### Selected gate families

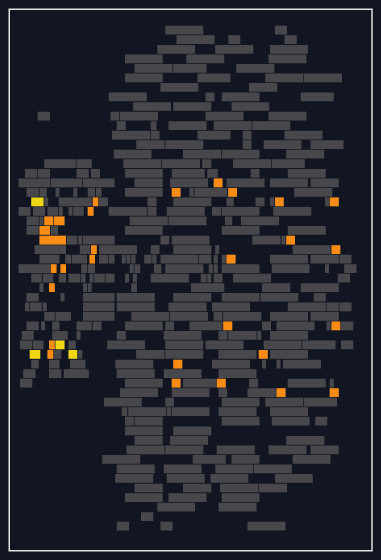
### Routed clock nets over the placement

Scale bar: 20 um.
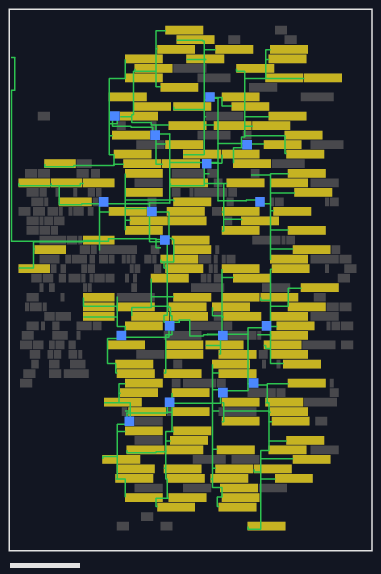
### Clock nets

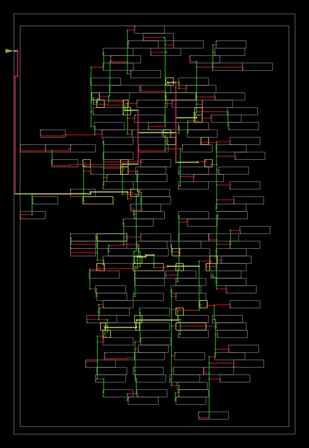
### Metal layers overlaid

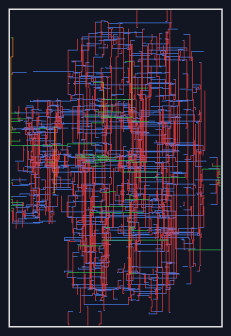
### Port wiring

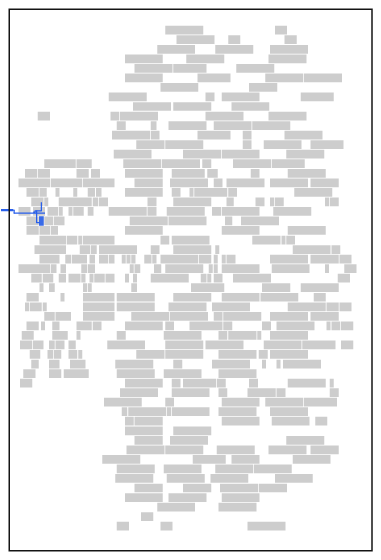
<file path="config.mk">
export PLATFORM = sky130hd
export DESIGN_NAME = uart_rx_fifo
export DESIGN_NICKNAME = d
export VERILOG_FILES = /design/src/rtl/uart_pkg.sv /design/src/rtl/uart_fifo_mem.sv /design/src/rtl/uart_rx_fifo.sv
export SDC_FILE = /design/constraint.sdc
export NUM_CORES = 1
export LEC_CHECK = 0
export CORE_AREA = 2 2 101 152
export CTS_BUF_LIST = sky130_fd_sc_hd__clkbuf_4
export DETAILED_ROUTE_END_ITERATION = 6
export DIE_AREA = 0 0 103 154
export PLACE_DENSITY = 0.61
export SYNTH_ARGS = -nofsm -noshare
export SYNTH_HDL_FRONTEND = slang
export SYNTH_HIERARCHICAL = 1
export SYNTH_SLANG_ARGS = --single-unit
</file>
<file path="constraint.sdc">
create_clock -name clk_i -period 7.4 [get_ports clk_i]
set_input_delay 1.11 -clock clk_i [delete_from_list [all_inputs] [get_ports clk_i]]
set_output_delay 1.11 -clock clk_i [all_outputs]
set_load 0.02 [all_outputs]
</file>
<file path="src/rtl/uart_pkg.sv">
// Shared UART definitions: common character width and the FIFO status
// bundle consumed by the CSR block.
package uart_pkg;

  // Character width shared by the receiver, transmitter and their FIFOs.
  localparam int unsigned UartDataWidth  = 8;

  // Default FIFO depth, and the count width that goes with it.
  localparam int unsigned UartFifoDepth  = 16;
  localparam int unsigned UartFifoCountW = $clog2(UartFifoDepth + 1);

  // Status bundle exported to software through the CSR block.
  typedef struct packed {
    logic [UartFifoCountW-1:0] count;
    logic                      empty;
    logic                      full;
    logic                      almost_full;
    logic                      overrun;
  } uart_fifo_status_t;

endpackage : uart_pkg

</file>
<file path="src/rtl/uart_fifo_mem.sv">
// Depth x DataWidth register array: one synchronous write port, one
// asynchronous read port. Storage is deliberately not reset.
module uart_fifo_mem
  import uart_pkg::*;
#(
  parameter int unsigned DataWidth = UartDataWidth,
  parameter int unsigned Depth     = UartFifoDepth,
  localparam int unsigned AddrW    = $clog2(Depth)
) (
  input  logic                 clk_i,
  input  logic                 wr_en_i,
  input  logic [AddrW-1:0]     wr_addr_i,
  input  logic [DataWidth-1:0] wr_data_i,
  input  logic [AddrW-1:0]     rd_addr_i,
  output logic [DataWidth-1:0] rd_data_o
);

  logic [Depth-1:0][DataWidth-1:0] entries;

  for (genvar gi = 0; gi < Depth; gi++) begin : g_entry
    logic [DataWidth-1:0] entry_reg;

    // Capture the write data when this entry is the write target.
    always_ff @(posedge clk_i) begin
      if (wr_en_i && (wr_addr_i == AddrW'(gi))) begin
        entry_reg <= wr_data_i;
      end
    end

    assign entries[gi] = entry_reg;
  end

  // Show-ahead read: combinational mux on the read address.
  assign rd_data_o = entries[rd_addr_i];

endmodule : uart_fifo_mem

</file>
<file path="src/rtl/uart_rx_fifo.sv">
// Receive buffer behind the UART receiver: captures data-valid pulses,
// presents a show-ahead valid/ready read port and reports fill status.
module uart_rx_fifo
  import uart_pkg::*;
#(
  parameter int unsigned DataWidth       = UartDataWidth,
  parameter int unsigned Depth           = 16,
  parameter int unsigned AlmostFullLevel = 12,
  localparam int unsigned IdxW           = $clog2(Depth),
  localparam int unsigned PtrW           = IdxW + 1,
  localparam int unsigned CountW         = $clog2(Depth + 1)
) (
  input  logic                 clk_i,
  input  logic                 rst_ni,
  input  logic                 rx_dv_i,
  input  logic [DataWidth-1:0] rx_data_i,
  output logic                 rd_valid_o,
  input  logic                 rd_ready_i,
  output logic [DataWidth-1:0] rd_data_o,
  input  logic                 flush_i,
  input  logic                 overrun_clr_i,
  output logic [CountW-1:0]    count_o,
  output logic                 empty_o,
  output logic                 full_o,
  output logic                 almost_full_o,
  output logic                 overrun_o
);

  // Pointers carry one extra wrap bit so full and empty are distinguishable.
  logic [PtrW-1:0] wr_ptr_reg, wr_ptr_next;
  logic [PtrW-1:0] rd_ptr_reg, rd_ptr_next;
  logic            overrun_reg, overrun_next;
  logic            empty, full, push, pop, drop;

  assign empty = (wr_ptr_reg == rd_ptr_reg);
  assign full  = (wr_ptr_reg[IdxW-1:0] == rd_ptr_reg[IdxW-1:0]) &&
                 (wr_ptr_reg[IdxW] != rd_ptr_reg[IdxW]);

  // A pop while full frees the slot the simultaneous push needs.
  assign pop  = !empty && rd_ready_i;
  assign push = rx_dv_i && (!full || pop);
  // A character lost to a full FIFO; a flush drops it silently instead.
  assign drop = rx_dv_i && full && !pop && !flush_i;

  // Next-state for pointers and the sticky overrun flag; flush wins over traffic.
  always_comb begin
    wr_ptr_next  = wr_ptr_reg;
    rd_ptr_next  = rd_ptr_reg;
    overrun_next = overrun_reg;
    if (flush_i) begin
      wr_ptr_next = '0;
      rd_ptr_next = '0;
    end else begin
      if (push) wr_ptr_next = wr_ptr_reg + PtrW'(1);
      if (pop)  rd_ptr_next = rd_ptr_reg + PtrW'(1);
    end
    if (overrun_clr_i) overrun_next = 1'b0;
    if (drop)          overrun_next = 1'b1;
  end

  // Pointer and flag registers, cleared asynchronously.
  always_ff @(posedge clk_i or negedge rst_ni) begin
    if (!rst_ni) begin
      wr_ptr_reg  <= '0;
      rd_ptr_reg  <= '0;
      overrun_reg <= 1'b0;
    end else begin
      wr_ptr_reg  <= wr_ptr_next;
      rd_ptr_reg  <= rd_ptr_next;
      overrun_reg <= overrun_next;
    end
  end

  uart_fifo_mem #(
    .DataWidth (DataWidth),
    .Depth     (Depth)
  ) u_mem (
    .clk_i     (clk_i),
    .wr_en_i   (push && !flush_i),
    .wr_addr_i (wr_ptr_reg[IdxW-1:0]),
    .wr_data_i (rx_data_i),
    .rd_addr_i (rd_ptr_reg[IdxW-1:0]),
    .rd_data_o (rd_data_o)
  );

  // Status derives only from registered pointers and the overrun register.
  assign count_o       = CountW'(wr_ptr_reg - rd_ptr_reg);
  assign empty_o       = empty;
  assign full_o        = full;
  assign almost_full_o = (count_o >= CountW'(AlmostFullLevel));
  assign overrun_o     = overrun_reg;
  assign rd_valid_o    = !empty;

endmodule : uart_rx_fifo

</file>
==> flow_metrics.env <==
# implementation run metrics
export IMPL_outcome="finished, final reports clean"
export IMPL_layout_drive_gt1_share_pct=16.6
export IMPL_r2r_setup_slack_ns=4.00
export IMPL_pwr_share_seq_pct=50.0
export IMPL_yosysCellCount=299
export IMPL_ys_sh_mux_pct=13.8
export IMPL_yosys_area_um2=5740
export IMPL_synth_adder_area_share_pct=1.66
export IMPL_top_cell_area_share_pct=67.0
export IMPL_power_frac_comb_pct=17.8
export IMPL_ys_flops=139
export IMPL_drc=0
export IMPL_xor_share_pct=1.50
export IMPL_final_clk_cell_share_pct=5.19
export IMPL_logic_area_um2=1510
export IMPL_ir_drop_v=0.000154
export IMPL_finalSetupViolations=0
export IMPL_antenna_found_initial=1
export IMPL_power_leader="sequential cells"
export IMPL_arrival_ns=3.04
export IMPL_holdPathStages=2
export IMPL_largest_register_ffs=128
export IMPL_power_density_nw_per_um2=265
export IMPL_yosysMostFrequentCell="edfxtp_1"
export IMPL_required_ns=6.29
export IMPL_top_area_cell="edfxtp_1"
export IMPL_clock_fmax_ghz=0.241
export IMPL_min_path_type="flip-flop to flip-flop"
export IMPL_path_buffers=2
export IMPL_p_sw_mw=0.421
export IMPL_utilization_pct=45.6
export IMPL_finalPower_mw=1.74
export IMPL_grt_pass1_vias=3116
export IMPL_cp_cell_sequence="buf_4 -> mux4_2 -> a22oi_1 -> nand2_1 -> clkdlybuf4s50_1"
export IMPL_slowest_stage="mux4_2"
export IMPL_met2_length_um=6160
export IMPL_routed_top_layer="met4"
export IMPL_cp_num_cells=5
export IMPL_syn_area_per_cell_um2=19.2
export IMPL_nNonClkInverters=8
export IMPL_dieArea_um2=15900
export IMPL_drtPass1Iterations=4
export IMPL_place_congestion=0.740
export IMPL_clock_path_buffers=2
export IMPL_synth_nets=320
Notes on 'Selected gate families' above:
AND-OR and OR-AND gates -> yellow  # cells 4
inverting AOI/OAI gates -> orange  # cells 29, most used a22oi_1
final std cells w/o fill: 552
logic share of the area: 22.9%
most frequent logic cell in the layout: edfxtp_1

Notes on 'Routed clock nets over the placement' above:
cells driving clock nets -> blue  # count 17
flip-flops -> yellow  # count 139
clock wires -> green  # length 1420 um
routed clock nets = 18
Clock Latency Late Sink: 0.51 ns
Final Skew: 0.0167 ns
Clock Power Share: 32.2%
P_clk: 0.561 mW

Notes on 'Clock nets' above:
registers: 139
clock buffers: 19
clock sink count: 139
total CTS buffers: 17

Notes on 'Metal layers overlaid' above:
met2 -> red  # wire length 6160 um
met4 -> orange  # wire length 172 um
met1 -> blue  # wire length 4290 um
met3 -> green  # wire length 488 um
wire per inst: 20.1 um
via count: 2898
total global-route track usage: 15.2%
final wirelength: 11100 um

Notes on 'Port wiring' above:
`full_o` -> blue  # bits 1, direction output, end cells 1, buffers 1, wire 19.6 um
Port-buffer cells: 31
IO Count: 32

[layout by cell type (no fill, tap or decap), drive strengths merged, types with 5 or more instances in the layout]
cell type and n:
a21oi 5, dfrtp 11, a22oi 16, o21ai 5, nand2 10, clkinv 5
clkdlybuf4s50 31, mux4 32, bufinv 5, ha 6, edfxtp 128, clkbuf 19
xnor2 5, nor2 22, inv 8
[layer usage]
metal | vias up | GRT usage, %
met5 | - | 0
met4 | 0 | 4.89
met3 | 13 | 4.18
met2 | 101 | 26.8
met1 | 1471 | 17.7
li1 | 1313 | -
[stage by stage]
stage	area, um2	instances	worst slack, ns
global route	6590	552	3.04
CTS	6580	551	3.16
finish	6590	552	3.25
detailed placement	6240	519	3.56
floorplan	5740	299	4.31
global placement	6240	519	3.70
Power and IR drop assume default switching activity.
